**config.mk**
```make
export PLATFORM = sky130hd
export DESIGN_NAME = rgb_sbit_decode_flat
export DESIGN_NICKNAME = d
export VERILOG_FILES = /design/src/rtl/rgb_sbit_decode_if.sv /design/src/rtl/rgb_sbit_decode.sv /design/src/flat_wrapper.sv
export SDC_FILE = /design/constraint.sdc
export NUM_CORES = 1
export LEC_CHECK = 0
export CORE_MARGIN = 3
export CORE_UTILIZATION = 40
export CTS_BUF_LIST = sky130_fd_sc_hd__clkbuf_16
export DETAILED_ROUTE_END_ITERATION = 10
export PLACE_DENSITY = 0.65
export SKIP_LAST_GASP = 1
export SLEW_MARGIN = 30
export SYNTH_ARGS = -nofsm -noshare
export SYNTH_HDL_FRONTEND = slang
export SYNTH_SLANG_ARGS = --single-unit
```
**constraint.sdc**
```tcl
create_clock -name clk -period 1.9 [get_ports clk]
set_input_delay 0.38 -clock clk [delete_from_list [all_inputs] [get_ports clk]]
set_output_delay 0.38 -clock clk [all_outputs]
set_load 0.01 [all_outputs]
```
**src/rtl/rgb_sbit_decode_if.sv**
```systemverilog
// Serial line and decoded-event strobes between a WS2812-style line and its decoder.
// The decoder takes the slave side; the line driver / event consumer takes the master side.
interface rgb_sbit_decode_if;
    logic in_serial;
    logic out_strobe;
    logic out_sbit_value;
    logic out_stream_reset;
    logic out_stuck_high;

    modport master (
        output in_serial,
        input  out_strobe,
        input  out_sbit_value,
        input  out_stream_reset,
        input  out_stuck_high
    );

    modport slave (
        input  in_serial,
        output out_strobe,
        output out_sbit_value,
        output out_stream_reset,
        output out_stuck_high
    );
endinterface

```
**src/rtl/rgb_sbit_decode.sv**
```systemverilog
// Classifies WS2812-style high pulses as 0/1 by width and flags the long-low stream reset,
// emitting one registered strobe per decoded event.
module rgb_sbit_decode #(
    parameter int SAMPLE_TIME_CLKS  = 57,
    parameter int MIN_HIGH_CLKS     = 8,
    parameter int STREAM_RESET_CLKS = 4800,
    parameter int COUNTER_MAX       = 5000,
    parameter int CNT_W             = 13
) (
    input  logic               clk,
    input  logic               rst,
    rgb_sbit_decode_if.slave   bus
);

    localparam logic [CNT_W-1:0] SAMPLE_C = CNT_W'(SAMPLE_TIME_CLKS);
    localparam logic [CNT_W-1:0] MIN_C    = CNT_W'(MIN_HIGH_CLKS);
    localparam logic [CNT_W-1:0] SRST_C   = CNT_W'(STREAM_RESET_CLKS);
    localparam logic [CNT_W-1:0] MAX_C    = CNT_W'(COUNTER_MAX);
    localparam logic [CNT_W-1:0] ONE_C    = CNT_W'(1);

    typedef enum logic [2:0] {
        WAIT_LOW,
        IDLE,
        HIGH,
        LOW_PEND,
        HIGH_DONE
    } state_t;

    state_t           state_q;
    logic [CNT_W-1:0] cnt_q;
    logic [CNT_W-1:0] cnt_d;
    logic             s1_q;
    logic             s2_q;
    logic             strobe_q;
    logic             sbit_q;
    logic             srst_q;
    logic             stuck_q;

    function automatic logic [CNT_W-1:0] sat_inc(input logic [CNT_W-1:0] v);
        return (v >= MAX_C) ? MAX_C : v + ONE_C;
    endfunction

    assign cnt_d = sat_inc(cnt_q);

    // Synchronizer idles high so a reset inside a pulse parks in WAIT_LOW until the line falls.
    always_ff @(posedge clk) begin
        if (rst) begin
            s1_q     <= 1'b1;
            s2_q     <= 1'b1;
            state_q  <= WAIT_LOW;
            cnt_q    <= '0;
            strobe_q <= 1'b0;
            sbit_q   <= 1'b0;
            srst_q   <= 1'b0;
            stuck_q  <= 1'b0;
        end else begin
            s1_q     <= bus.in_serial;
            s2_q     <= s1_q;
            strobe_q <= 1'b0;
            sbit_q   <= 1'b0;
            srst_q   <= 1'b0;
            stuck_q  <= 1'b0;
            case (state_q)
                WAIT_LOW: begin
                    if (!s2_q) begin
                        state_q <= IDLE;
                        cnt_q   <= ONE_C;
                    end
                end
                IDLE: begin
                    // Counter saturates past the threshold, so this fires once per low interval.
                    if (cnt_q == SRST_C) begin
                        strobe_q <= 1'b1;
                        srst_q   <= 1'b1;
                    end
                    if (s2_q) begin
                        state_q <= HIGH;
                        cnt_q   <= ONE_C;
                    end else begin
                        cnt_q   <= cnt_d;
                    end
                end
                HIGH: begin
                    if (cnt_q >= SAMPLE_C) begin
                        strobe_q <= 1'b1;
                        sbit_q   <= 1'b1;
                        if (s2_q) begin
                            state_q <= HIGH_DONE;
                            cnt_q   <= cnt_d;
                        end else begin
                            state_q <= IDLE;
                            cnt_q   <= ONE_C;
                        end
                    end else if (!s2_q) begin
                        if (cnt_q < MIN_C) begin
                            state_q <= IDLE;
                            cnt_q   <= ONE_C;
                        end else begin
                            state_q <= LOW_PEND;
                            cnt_q   <= cnt_d;
                        end
                    end else begin
                        cnt_q <= cnt_d;
                    end
                end
                LOW_PEND: begin
                    // Waiting out the sample point keeps 0 and 1 strobes at the same latency.
                    if (cnt_q >= SAMPLE_C) begin
                        strobe_q <= 1'b1;
                        if (s2_q) begin
                            state_q <= WAIT_LOW;
                            cnt_q   <= '0;
                        end else begin
                            state_q <= IDLE;
                            cnt_q   <= ONE_C;
                        end
                    end else begin
                        cnt_q <= cnt_d;
                    end
                end
                HIGH_DONE: begin
                    if (!s2_q) begin
                        state_q <= IDLE;
                        cnt_q   <= ONE_C;
                    end else begin
                        cnt_q   <= cnt_d;
                        stuck_q <= (cnt_d >= MAX_C);
                    end
                end
                default: begin
                    state_q <= WAIT_LOW;
                    cnt_q   <= '0;
                end
            endcase
        end
    end

    assign bus.out_strobe       = strobe_q;
    assign bus.out_sbit_value   = sbit_q;
    assign bus.out_stream_reset = srst_q;
    assign bus.out_stuck_high   = stuck_q;

endmodule
```
**src/flat_wrapper.sv**
```systemverilog
// flat-port wrapper written by rule: the top's interface ports become plain ports
module rgb_sbit_decode_flat 
#(
    parameter int SAMPLE_TIME_CLKS  = 57,
    parameter int MIN_HIGH_CLKS     = 8,
    parameter int STREAM_RESET_CLKS = 4800,
    parameter int COUNTER_MAX       = 5000,
    parameter int CNT_W             = 13
)
  (clk, rst, bus_in_serial, bus_out_strobe, bus_out_sbit_value, bus_out_stream_reset, bus_out_stuck_high);
  rgb_sbit_decode_if bus_i ();
  input  logic clk;
  input  logic rst;
  input wire logic [$bits(bus_i.in_serial)-1:0] bus_in_serial;
  output wire logic [$bits(bus_i.out_strobe)-1:0] bus_out_strobe;
  output wire logic [$bits(bus_i.out_sbit_value)-1:0] bus_out_sbit_value;
  output wire logic [$bits(bus_i.out_stream_reset)-1:0] bus_out_stream_reset;
  output wire logic [$bits(bus_i.out_stuck_high)-1:0] bus_out_stuck_high;
  assign bus_i.in_serial = bus_in_serial;
  assign bus_out_strobe = bus_i.out_strobe;
  assign bus_out_sbit_value = bus_i.out_sbit_value;
  assign bus_out_stream_reset = bus_i.out_stream_reset;
  assign bus_out_stuck_high = bus_i.out_stuck_high;
  rgb_sbit_decode #(.SAMPLE_TIME_CLKS(SAMPLE_TIME_CLKS), .MIN_HIGH_CLKS(MIN_HIGH_CLKS), .STREAM_RESET_CLKS(STREAM_RESET_CLKS), .COUNTER_MAX(COUNTER_MAX), .CNT_W(CNT_W)) u_core (.clk(clk), .rst(rst), .bus(bus_i));
endmodule
```
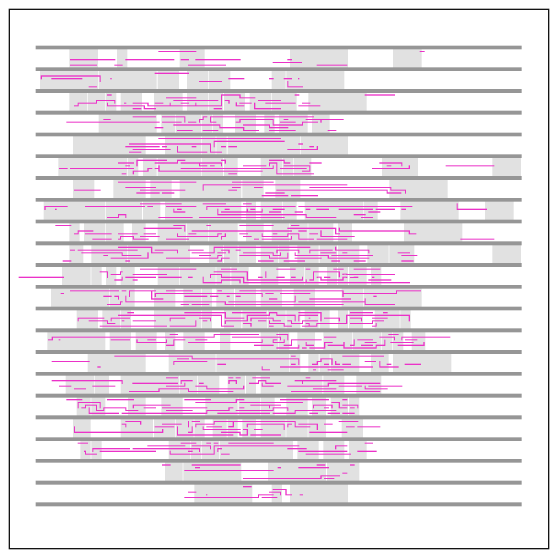
**Above:** the metal 1 layer.
Drawn at 8 px/um. Supply wires on this layer in grey. Cells faint in the background.
share of all routed wire: 43%
main direction: horizontal
nets with wire on the layer: 196
wire length on this layer: 1,750 um
longest straight run: 20.7 um

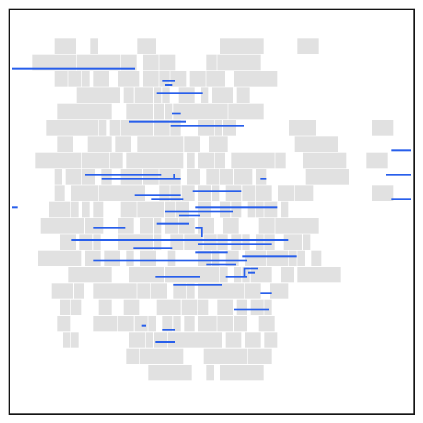
**Above:** signal wires on met3.
Drawn at 6 px/um. Cells faint in the background.
longest straight run: 35.9 um
wire length on this layer: 283 um
share of all routed wire: 6.9%
nets with wire on the layer: 30
main direction: horizontal

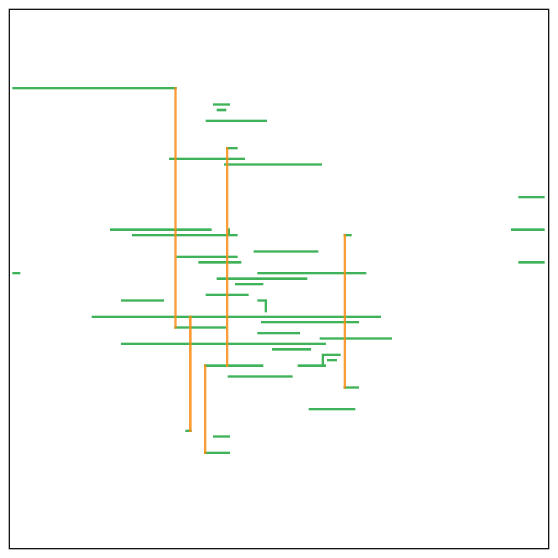
**Above:** signal wires by layer.
Drawn at 8 px/um. Only two layers are drawn.
legend:
  orange:
    layer: met4
    wire_length: 101 um
  green:
    layer: met3
    wire_length: 283 um

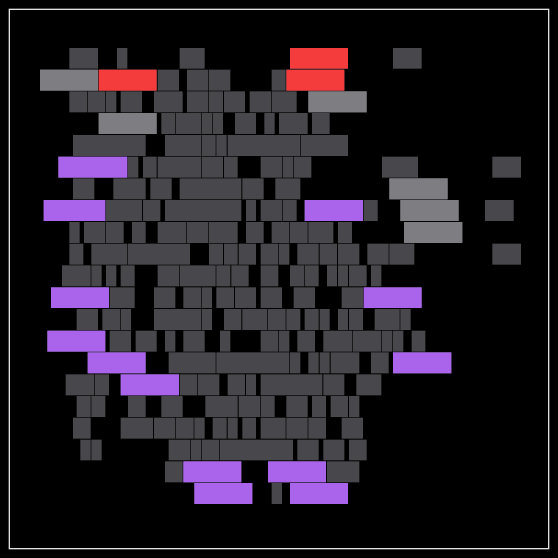
**Above:** sequential cells coloured by netlist name.
Drawn at 8 px/um. Other sequential cells in the stronger grey, the rest of the logic in the fainter grey.
legend:
  purple:
    netlist_name: `u_core.cnt_q`
    sequential_cells: 13
  red:
    netlist_name: `u_core.state_q`
    sequential_cells: 3

==> deck_impl_summary.md <==
Implementation Results

Synthesis
  – Yosys stat cell total: 182
  – Mux area share: under 10%
  – Mapped Cells: 182
  – Yosys xor share: 1.75%
  – Ys async rst share: 0%
  – Register share after synthesis: 29.4%
  – Ys Warns: 0
  – Compound Share, Synth: 23.9%
  – Top area cell types: dfxtp_1 29%, nand3_1 4.3%, nand2_1 3.5%
  – Synthesized Nets: 188
  – Dominant flop cell: dfxtp_1
  – Yosys cell types: 57
  – Simple share: 30.0%

Clock network
  – Post-CTS setup buffer count: 0
  – Clk sink count: 22
  – Number of buffers created by CTS: 3
  – Late-Pin Clk Latency: ~260 ps
  – Root buffer cell: clkbuf_16
  – Clock slew at reported path FFs: 60 ps

Finish
  – Non-clk invs: 11
  – Layout Utilization: approximately 55%
  – Fraction of area in multi-input gates: 51.8%
  – Fill count: approximately 330
  – Layout overhead on the synthesized area: 26.0%
  – Share of cells above drive strength 1: 29.5%
  – Number of diodes: 0
  – Multi-input logic area: 978 um^2
  – Reg area: 445 um^2
  – Most frequent cells in the layout: 29 x buf_4, 20 x dfxtp_1, 14 x nand2_1, 12 x nand3_1, 12 x nor2_1
  – Buffer share of cell area: 15.3%
  – Finished Layout Cells: 253
  – Largest cell class by area: logic gates
  – Multi-In Gates: 134

Power and ir drop
  – Combinational power: 176 uW
  – Flop pwr share: between 40% and 50%
  – Power Clock: 461 uW
  – Internal power: 838 uW
  – Clock share of power: 40.7%

Worst setup path
  – Crit path cell chain: ha_4 -> nor4_4 -> o2111ai_4 -> o211ai_4 -> buf_4 -> a31oi_1 -> o22ai_1
  – CP startpoint kind: flop
  – Worst path depth: 7
  – CP top delay family: AND-OR/OR-AND gates
  – CP peak stage delay: 380 ps
  – R2R cell count: 7
  – Worst R2R Setup Slack: -40 ps
  – Critical Path End Type: flop
  – CP required: ~2100 ps
  – Crit path kind: reg2reg
  – Worst R2R End: u_core.cnt_q[7]$_SDFFE_PP0P_
  – Slowest-stage cell, CP: dfxtp_4
  – CP Max Fanout: 8
  – CP Capture Point: u_core.cnt_q[7]$_SDFFE_PP0P_

Routing
  – DR iter-0 viols: 104

Hold path
  – Hold Startpoint: u_core.s1_q$_SDFF_PP1_
  – Worst Hold End: u_core.s2_q$_SDFF_PP1_
  – Hold Path Depth: 1

Run
  – Tool warnings: 29
  – MaxCap Viol Count: 0

Timing
  – Setup WS post-layout: -38.4 ps
  – Final Slew Violations: 0
  – Final setup vio count: 6
  – Crit path time final: 1940 ps
  – Setup Skew: about 4.5 ps
  – Final hold vios: 0
  – RSZ-0062 raised after global routing: yes
  – Post-layout period usage: 102%

Placement
  – Dpl hpwl: 3.04 mm
  – Dpl cells: 247

Status
  – Status: finished with violations
  – Failing checks: setup timing

Floorplanning
  – Core area: 0.00347 mm^2
  – FP Util: 43.3%
  – I/O pin cnt: 7

GRT
  – Total gr overflow: 0
registers in the layout, summed over array words and instances (netlist names):
register,count
u_core.cnt_q,13
u_core.state_q,3
u_core.bus.out_sbit_value,1
u_core.bus.out_stream_reset,1
u_core.bus.out_strobe,1
u_core.bus.out_stuck_high,1
u_core.s1_q,1
u_core.s2_q,1
metal layers:
| metal | up-vias | wire [um] | GRT usage [%] |
|---|---|---|---|
| met5 | - | 0 | 0 |
| met4 | 0 | 101 | 9.37 |
| met3 | 10 | 282 | 2.33 |
| met2 | 73 | 1970 | 31.7 |
| met1 | 705 | 1750 | 26.3 |
| li1 | 725 | - | - |
Power figures rest on the tool's default switching activity, not on a simulated workload.
